[src/rtl/mult_div_pkg.sv]
// Shared definitions for the iterative multiply/divide unit: opcode values,
// FSM state encoding and the default operand width used by the datapath.
package mult_div_pkg;

    localparam int WIDTH_DEFAULT = 32;

    localparam logic OP_MULT = 1'b0;
    localparam logic OP_DIV  = 1'b1;

    typedef enum logic [1:0] {
        IDLE = 2'd0,
        MULT = 2'd1,
        DIV  = 2'd2,
        FIN  = 2'd3
    } state_t;

endpackage

[src/rtl/mult_div_if.sv]
// Request/result bundle between the control unit / datapath and mult_div.
// The master side issues operations; the slave side is the arithmetic unit.
interface mult_div_if #(
    parameter int WIDTH = 32
);
    logic             start;
    logic             op;
    logic [WIDTH-1:0] a;
    logic [WIDTH-1:0] b;
    logic             busy;
    logic             done;
    logic [WIDTH-1:0] hi;
    logic [WIDTH-1:0] lo;
    logic             div_zero;

    modport master (
        output start, op, a, b,
        input  busy, done, hi, lo, div_zero
    );

    modport slave (
        input  start, op, a, b,
        output busy, done, hi, lo, div_zero
    );
endinterface

[src/rtl/mult_div_div_step.sv]
// One restoring-division step on unsigned magnitudes: shift the next dividend
// bit into the partial remainder, trial-subtract the divisor, keep the
// difference when it does not borrow. A single (WIDTH+1)-bit subtractor.
module mult_div_div_step #(
    parameter int WIDTH = 32
) (
    input  logic [WIDTH-1:0] rem,
    input  logic [WIDTH-1:0] quo,
    input  logic [WIDTH-1:0] divisor,
    output logic [WIDTH-1:0] rem_next,
    output logic [WIDTH-1:0] quo_next
);
    logic [WIDTH:0] shifted;
    logic [WIDTH:0] diff;

    // Trial subtraction; the top bit of diff is the borrow.
    always_comb begin
        shifted = {rem, quo[WIDTH-1]};
        diff    = shifted - {1'b0, divisor};
        if (!diff[WIDTH]) begin
            rem_next = diff[WIDTH-1:0];
            quo_next = {quo[WIDTH-2:0], 1'b1};
        end else begin
            rem_next = shifted[WIDTH-1:0];
            quo_next = {quo[WIDTH-2:0], 1'b0};
        end
    end
endmodule

[src/rtl/mult_div.sv]
// Iterative signed multiply/divide producing the HI/LO pair.
// MULT: radix-2 Booth, one step per cycle on a 2*WIDTH+1 accumulator.
// DIV : restoring division on magnitudes, signs fixed up when entering FIN.
// The accumulator is shared: {upper, lower, q_-1} for Booth, {rem, quo, 0}
// for division. hi/lo/div_zero only change on the edge that enters FIN.
module mult_div
    import mult_div_pkg::*;
#(
    parameter int WIDTH = WIDTH_DEFAULT
) (
    input  logic      clk,
    input  logic      reset,
    mult_div_if.slave bus
);
    localparam int            CW   = $clog2(WIDTH) + 1;
    localparam logic [CW-1:0] LAST = CW'(WIDTH - 1);

    state_t             state_reg;
    logic [CW-1:0]      cnt_reg;
    logic [2*WIDTH:0]   acc_reg;
    logic [WIDTH-1:0]   opnd_reg;     // multiplicand, or divisor magnitude
    logic               neg_quo_reg;
    logic               neg_rem_reg;
    logic               busy_reg;
    logic               done_reg;
    logic [WIDTH-1:0]   hi_reg;
    logic [WIDTH-1:0]   lo_reg;
    logic               div_zero_reg;

    logic [WIDTH:0]     upper_ext;
    logic [WIDTH:0]     mcand_ext;
    logic [WIDTH:0]     booth_sum;
    logic [2*WIDTH:0]   booth_next;
    logic [WIDTH-1:0]   rem_next;
    logic [WIDTH-1:0]   quo_next;
    logic [WIDTH-1:0]   quo_fix;
    logic [WIDTH-1:0]   rem_fix;
    logic [WIDTH-1:0]   a_mag;
    logic [WIDTH-1:0]   b_mag;

    // Booth step: add/subtract the multiplicand in WIDTH+1 bits so the most
    // negative multiplicand cannot overflow, then arithmetic-shift right by one.
    always_comb begin
        upper_ext = {acc_reg[2*WIDTH], acc_reg[2*WIDTH:WIDTH+1]};
        mcand_ext = {opnd_reg[WIDTH-1], opnd_reg};
        case (acc_reg[1:0])
            2'b01:   booth_sum = upper_ext + mcand_ext;
            2'b10:   booth_sum = upper_ext - mcand_ext;
            default: booth_sum = upper_ext;
        endcase
    end

    // Dropping the old q_-1 bit realises the shift: the sum's extra sign bit
    // becomes the new top bit of the accumulator.
    assign booth_next = {booth_sum, acc_reg[WIDTH:1]};

    mult_div_div_step #(
        .WIDTH(WIDTH)
    ) u_div_step (
        .rem      (acc_reg[2*WIDTH:WIDTH+1]),
        .quo      (acc_reg[WIDTH:1]),
        .divisor  (opnd_reg),
        .rem_next (rem_next),
        .quo_next (quo_next)
    );

    // Sign fix-up of the final division step, and operand magnitudes at start.
    // A quotient magnitude of 2^(WIDTH-1) negates to itself, giving the wrap.
    always_comb begin
        quo_fix = neg_quo_reg ? (-quo_next) : quo_next;
        rem_fix = neg_rem_reg ? (-rem_next) : rem_next;
        a_mag   = bus.a[WIDTH-1] ? (-bus.a) : bus.a;
        b_mag   = bus.b[WIDTH-1] ? (-bus.b) : bus.b;
    end

    // Control FSM with registered busy/done/results.
    always_ff @(posedge clk or negedge reset) begin
        if (!reset) begin
            state_reg    <= IDLE;
            cnt_reg      <= '0;
            acc_reg      <= '0;
            opnd_reg     <= '0;
            neg_quo_reg  <= 1'b0;
            neg_rem_reg  <= 1'b0;
            busy_reg     <= 1'b0;
            done_reg     <= 1'b0;
            hi_reg       <= '0;
            lo_reg       <= '0;
            div_zero_reg <= 1'b0;
        end else begin
            done_reg <= 1'b0;
            case (state_reg)
                IDLE, FIN: begin
                    state_reg <= IDLE;
                    if (bus.start) begin
                        cnt_reg <= '0;
                        if (bus.op == OP_MULT) begin
                            state_reg <= MULT;
                            busy_reg  <= 1'b1;
                            opnd_reg  <= bus.a;
                            acc_reg   <= {{(WIDTH+1){1'b0}}, bus.b} << 1;
                        end else if (bus.b == '0) begin
                            // Divide by zero: straight to FIN, results untouched.
                            state_reg    <= FIN;
                            done_reg     <= 1'b1;
                            div_zero_reg <= 1'b1;
                        end else begin
                            state_reg   <= DIV;
                            busy_reg    <= 1'b1;
                            opnd_reg    <= b_mag;
                            acc_reg     <= {{(WIDTH+1){1'b0}}, a_mag} << 1;
                            neg_quo_reg <= bus.a[WIDTH-1] ^ bus.b[WIDTH-1];
                            neg_rem_reg <= bus.a[WIDTH-1];
                        end
                    end
                end
                MULT: begin
                    acc_reg <= booth_next;
                    cnt_reg <= cnt_reg + CW'(1);
                    if (cnt_reg == LAST) begin
                        state_reg    <= FIN;
                        busy_reg     <= 1'b0;
                        done_reg     <= 1'b1;
                        hi_reg       <= booth_next[2*WIDTH:WIDTH+1];
                        lo_reg       <= booth_next[WIDTH:1];
                        div_zero_reg <= 1'b0;
                    end
                end
                DIV: begin
                    acc_reg <= {rem_next, quo_next, 1'b0};
                    cnt_reg <= cnt_reg + CW'(1);
                    if (cnt_reg == LAST) begin
                        state_reg    <= FIN;
                        busy_reg     <= 1'b0;
                        done_reg     <= 1'b1;
                        hi_reg       <= rem_fix;
                        lo_reg       <= quo_fix;
                        div_zero_reg <= 1'b0;
                    end
                end
                default: begin
                    state_reg <= IDLE;
                    busy_reg  <= 1'b0;
                end
            endcase
        end
    end

    assign bus.busy     = busy_reg;
    assign bus.done     = done_reg;
    assign bus.hi       = hi_reg;
    assign bus.lo       = lo_reg;
    assign bus.div_zero = div_zero_reg;
endmodule

[src/flat_wrapper.sv]
// flat-port wrapper written by rule: the top's interface ports become plain ports
module mult_div_flat import mult_div_pkg::*;
#(
    parameter int WIDTH = WIDTH_DEFAULT
)
  (clk, reset, bus_start, bus_op, bus_a, bus_b, bus_busy, bus_done, bus_hi, bus_lo, bus_div_zero);
  mult_div_if #(.WIDTH(WIDTH)) bus_i ();
  input  logic clk;
  input  logic reset;
  input wire logic [$bits(bus_i.start)-1:0] bus_start;
  input wire logic [$bits(bus_i.op)-1:0] bus_op;
  input wire logic [$bits(bus_i.a)-1:0] bus_a;
  input wire logic [$bits(bus_i.b)-1:0] bus_b;
  output wire logic [$bits(bus_i.busy)-1:0] bus_busy;
  output wire logic [$bits(bus_i.done)-1:0] bus_done;
  output wire logic [$bits(bus_i.hi)-1:0] bus_hi;
  output wire logic [$bits(bus_i.lo)-1:0] bus_lo;
  output wire logic [$bits(bus_i.div_zero)-1:0] bus_div_zero;
  assign bus_i.start = bus_start;
  assign bus_i.op = bus_op;
  assign bus_i.a = bus_a;
  assign bus_i.b = bus_b;
  assign bus_busy = bus_i.busy;
  assign bus_done = bus_i.done;
  assign bus_hi = bus_i.hi;
  assign bus_lo = bus_i.lo;
  assign bus_div_zero = bus_i.div_zero;
  mult_div #(.WIDTH(WIDTH)) u_core (.clk(clk), .reset(reset), .bus(bus_i));
endmodule
[config.mk]
export PLATFORM = sky130hd
export DESIGN_NAME = mult_div_flat
export DESIGN_NICKNAME = d
export VERILOG_FILES = /design/src/rtl/mult_div_pkg.sv /design/src/rtl/mult_div_if.sv /design/src/rtl/mult_div_div_step.sv /design/src/rtl/mult_div.sv /design/src/flat_wrapper.sv
export SDC_FILE = /design/constraint.sdc
export NUM_CORES = 1
export LEC_CHECK = 0
export ABC_CLOCK_PERIOD_IN_PS = 6500
export CORE_MARGIN = 2
export CORE_UTILIZATION = 43
export CTS_CLUSTER_DIAMETER = 80
export DETAILED_ROUTE_END_ITERATION = 16
export PLACE_DENSITY_LB_ADDON = 0.05
export SYNTH_ARGS = -nofsm -noshare
export SYNTH_HDL_FRONTEND = slang
export SYNTH_HIERARCHICAL = 1
export SYNTH_SLANG_ARGS = --single-unit
[constraint.sdc]
create_clock -name clk -period 6.5 [get_ports clk]
set_clock_uncertainty 0.05 [all_clocks]
set_input_delay 1.3 -clock clk [delete_from_list [all_inputs] [get_ports clk]]
set_output_delay 1.3 -clock clk [all_outputs]
set_load 0.005 [all_outputs]
==> impl_metrics.json <==
{
  "post-route-period-util_pct": 95.9,
  "async_flop_share_pct": 100,
  "detailedPlace.worstSlack_ps": 230,
  "final_wirelength_microns": 55000,
  "grt_overflow_total": 0,
  "critical_path.max_fanout": 18,
  "cts_buffers": 17,
  "run_status": "completed",
  "final_hold_fails": 0,
  "slew_headroom_pct": 24.9,
  "tritoncts_num_sinks": 174,
  "cts_hold_buffers": 0,
  "route.top_layer_used": "met5",
  "worstReg2RegEnd": "u_core/bus.hi[31]$_DFFE_PN0P_",
  "yosys_register_bits": 174,
  "largest_register_ffs": 65,
  "die_width_microns": 198,
  "yosys.stat.chipArea_sq_um": 16200,
  "met3WireLength_microns": 2930,
  "rr_startpoint": "u_core/opnd_reg[0]$_DFFE_PN0P_",
  "drv_slew": 0,
  "critical_path.slowest_cell": "or4_4",
  "yosys_cells": 2019,
  "first_pass_grt_wire_length_microns": 86200,
  "grt_setup_unrepaired": "false",
  "floorplan.rows": 71,
  "number_of_global_route_vias_before_repair": 14300,
  "initial_antenna_violation_count": 2,
  "drtIter0Drc": 1368,
  "r2r_setup_slack_ps": 270,
  "antennaDiodeCount": 0,
  "place.gp.congestion": 0.931,
  "dieHeight_microns": 198,
  "post-route-worst-setup-slack_ps": 266,
  "place.detailed.instances": 2534,
  "setup_viol_count_final": 0,
  "met2WireLength_microns": 25600,
  "yosys.area.top_type": "dfrtp_1",
  "filler_cell_count": 3726,
  "synth.avg_cell_area_sq_um": 8.04,
  "most_numerous_cell_in_the_yosys_netlist": "nand2_1",
  "max_cap_viol_count": 0,
  "portBuffers": 134,
  "worstSetupStartpointType": "flip-flop",
  "detail_route.vias_per_cell": 5.95,
  "floorplan.die_area_sq_um": 39300,
  "max_area_cell_share_pct": 26.8
}
-- layer usage --
layer / vias to the layer above / global-route usage (%)
met4: 4 / 7.80
met5: - / 0
li1: 7379 / -
met3: 65 / 4.22
met1: 7358 / 39.0
met2: 470 / 46.2
-- through the flow --
stage                     hold slack, ps  cell area (sq um)
after floorplan                      405              16200
after global placement               412              17600
after detailed placement             417              17600
after CTS                            434              18200
after global routing                 453              18200
final                                427              18200
-- final cells by class --
class | count | area [sq um] | share of cell area [%]
Sequential cell | 174 | 4350 | 23.9
Multi-Input combinational cell | 1613 | 10800 | 59.0
Tap cell | 511 | 639 | 3.51
Inverter | 72 | 278 | 1.52
Timing Repair Buffer | 165 | 1620 | 8.86
Clock buffer | 18 | 439 | 2.41
Clock inverter | 13 | 141 | 0.776
-- timing repair --
action                                  in CTS  in global routing
gates resized                                0                  1
buffers inserted                             0                  1
endpoints found under the setup margin       0                  1
-- worst max path at each step --
stage,from,end,slack (ps),cells after the start
finish,u_core/opnd_reg[0]$_DFFE_PN0P_,u_core/bus.hi[31]$_DFFE_PN0P_,270,20
global route,u_core/opnd_reg[0]$_DFFE_PN0P_,u_core/bus.hi[31]$_DFFE_PN0P_,10,20
CTS,u_core/opnd_reg[0]$_DFFE_PN0P_,u_core/bus.hi[31]$_DFFE_PN0P_,170,21
detailed placement,u_core/opnd_reg[0]$_DFFE_PN0P_,u_core/bus.hi[31]$_DFFE_PN0P_,230,21
global placement,u_core/opnd_reg[0]$_DFFE_PN0P_,u_core/bus.hi[31]$_DFFE_PN0P_,340,21
floorplan,u_core/acc_reg[32]$_DFFE_PN0P_,u_core/bus.hi[31]$_DFFE_PN0P_,620,23
-- cells in the final DEF (no fill, tap or decap), types with 19 or more instances in the layout --
| cell | n |
|---|---|
| a221oi_1 | 25 |
| a22o_1 | 34 |
| inv_1 | 70 |
| dfrtp_1 | 174 |
| xor2_1 | 105 |
| o21ai_1 | 53 |
| ha_1 | 71 |
| nor2_1 | 116 |
| o21ai_0 | 181 |
| clkdlybuf4s50_1 | 133 |
| a21oi_1 | 136 |
| nand3_1 | 28 |
| a222oi_1 | 19 |
| mux2_4 | 19 |
| buf_4 | 28 |
| nor3_1 | 24 |
| or3_1 | 26 |
| o31ai_1 | 43 |
| nand2_1 | 263 |
| a21o_1 | 42 |
| xnor2_1 | 96 |
| a31oi_1 | 33 |
-- critical path: cells and delay by family, from the launching register on --
kind | cells | cell delay (ps)
and+or+nand+nor | 7 | 2430
AOI/OAI and AO/OA | 7 | 1740
DFF | 1 | 440
adders and majority gates | 2 | 630
muxes | 2 | 560
buffers and inverters | 1 | 180
xor gates and xnor gates | 1 | 110
-- cells by family after synthesis --
group                    synth area share [%]
buffers and inverters                    7.33
AND/OR/NAND/NOR                          17.4
XOR/XNOR                                 10.8
adder cells (fa/ha/maj)                  5.87
flip-flops                               26.8
AND-OR/OR-AND                            27.8
multiplexers                             3.98
Fig. 1: routing congestion map
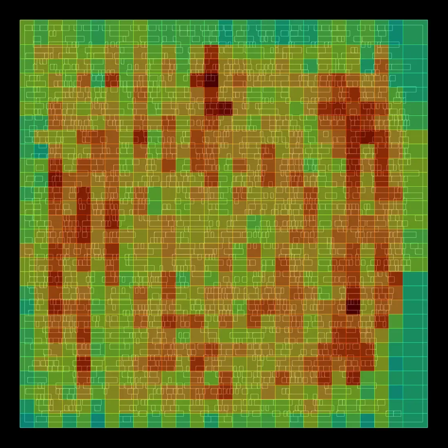
fraction of met2 tracks used by global routing: 46.2%
utilization after layout: 48.7%
average wire per cell in the routed design: 21.4 microns
met3 usage: 4.22%

Fig. 2: local utilization
20 x 20 tiles, from black (low) to pale yellow (high), 0 to 100% covered.
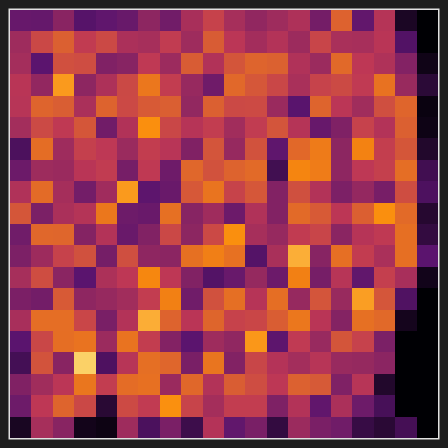
emptiest ninth of the die: south-east
tiles over 75% full: 2.8%
nearly empty tiles: 3.3%
fullest tile: 90%
mean over tiles: 45%

Fig. 3: sizing map
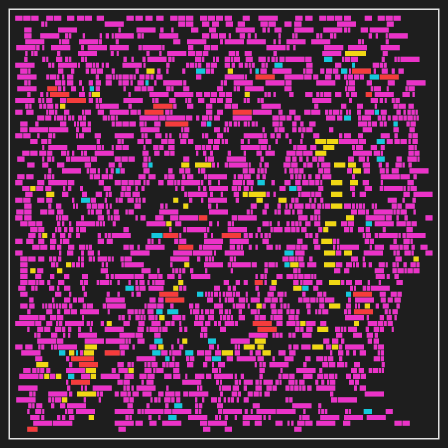
| size | color | cells | share |
|---|---|---|---|
| x1 and smaller | magenta | 1,910 | 93% |
| x3 and x4 | yellow | 76 | 3.7% |
| x2 | cyan | 42 | 2.0% |
| x6 and larger | red | 27 | 1.3% |

Fig. 4: placed cells, one color a class
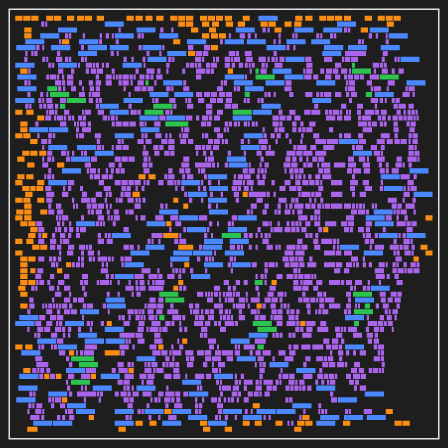
| class | color | cells | share of their area |
|---|---|---|---|
| remaining buffers and delay cells | orange | 165 | 9.2% |
| remaining logic cells | purple | 1,685 | 63% |
| registers | blue | 174 | 25% |
| clock drivers and dummy loads | green | 31 | 3.3% |

Fig. 5: sequential cells colored by netlist name
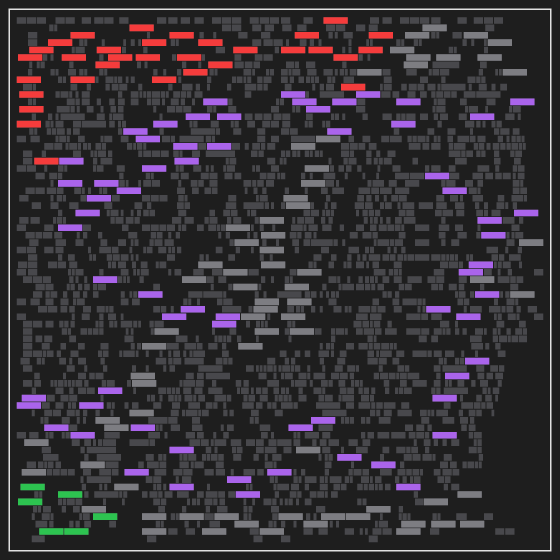
| netlist name | color | sequential cells |
|---|---|---|
| u_core/bus.lo | red | 32 |
| u_core/cnt_reg | green | 6 |
| u_core/acc_reg | purple | 65 |
not colored: 71

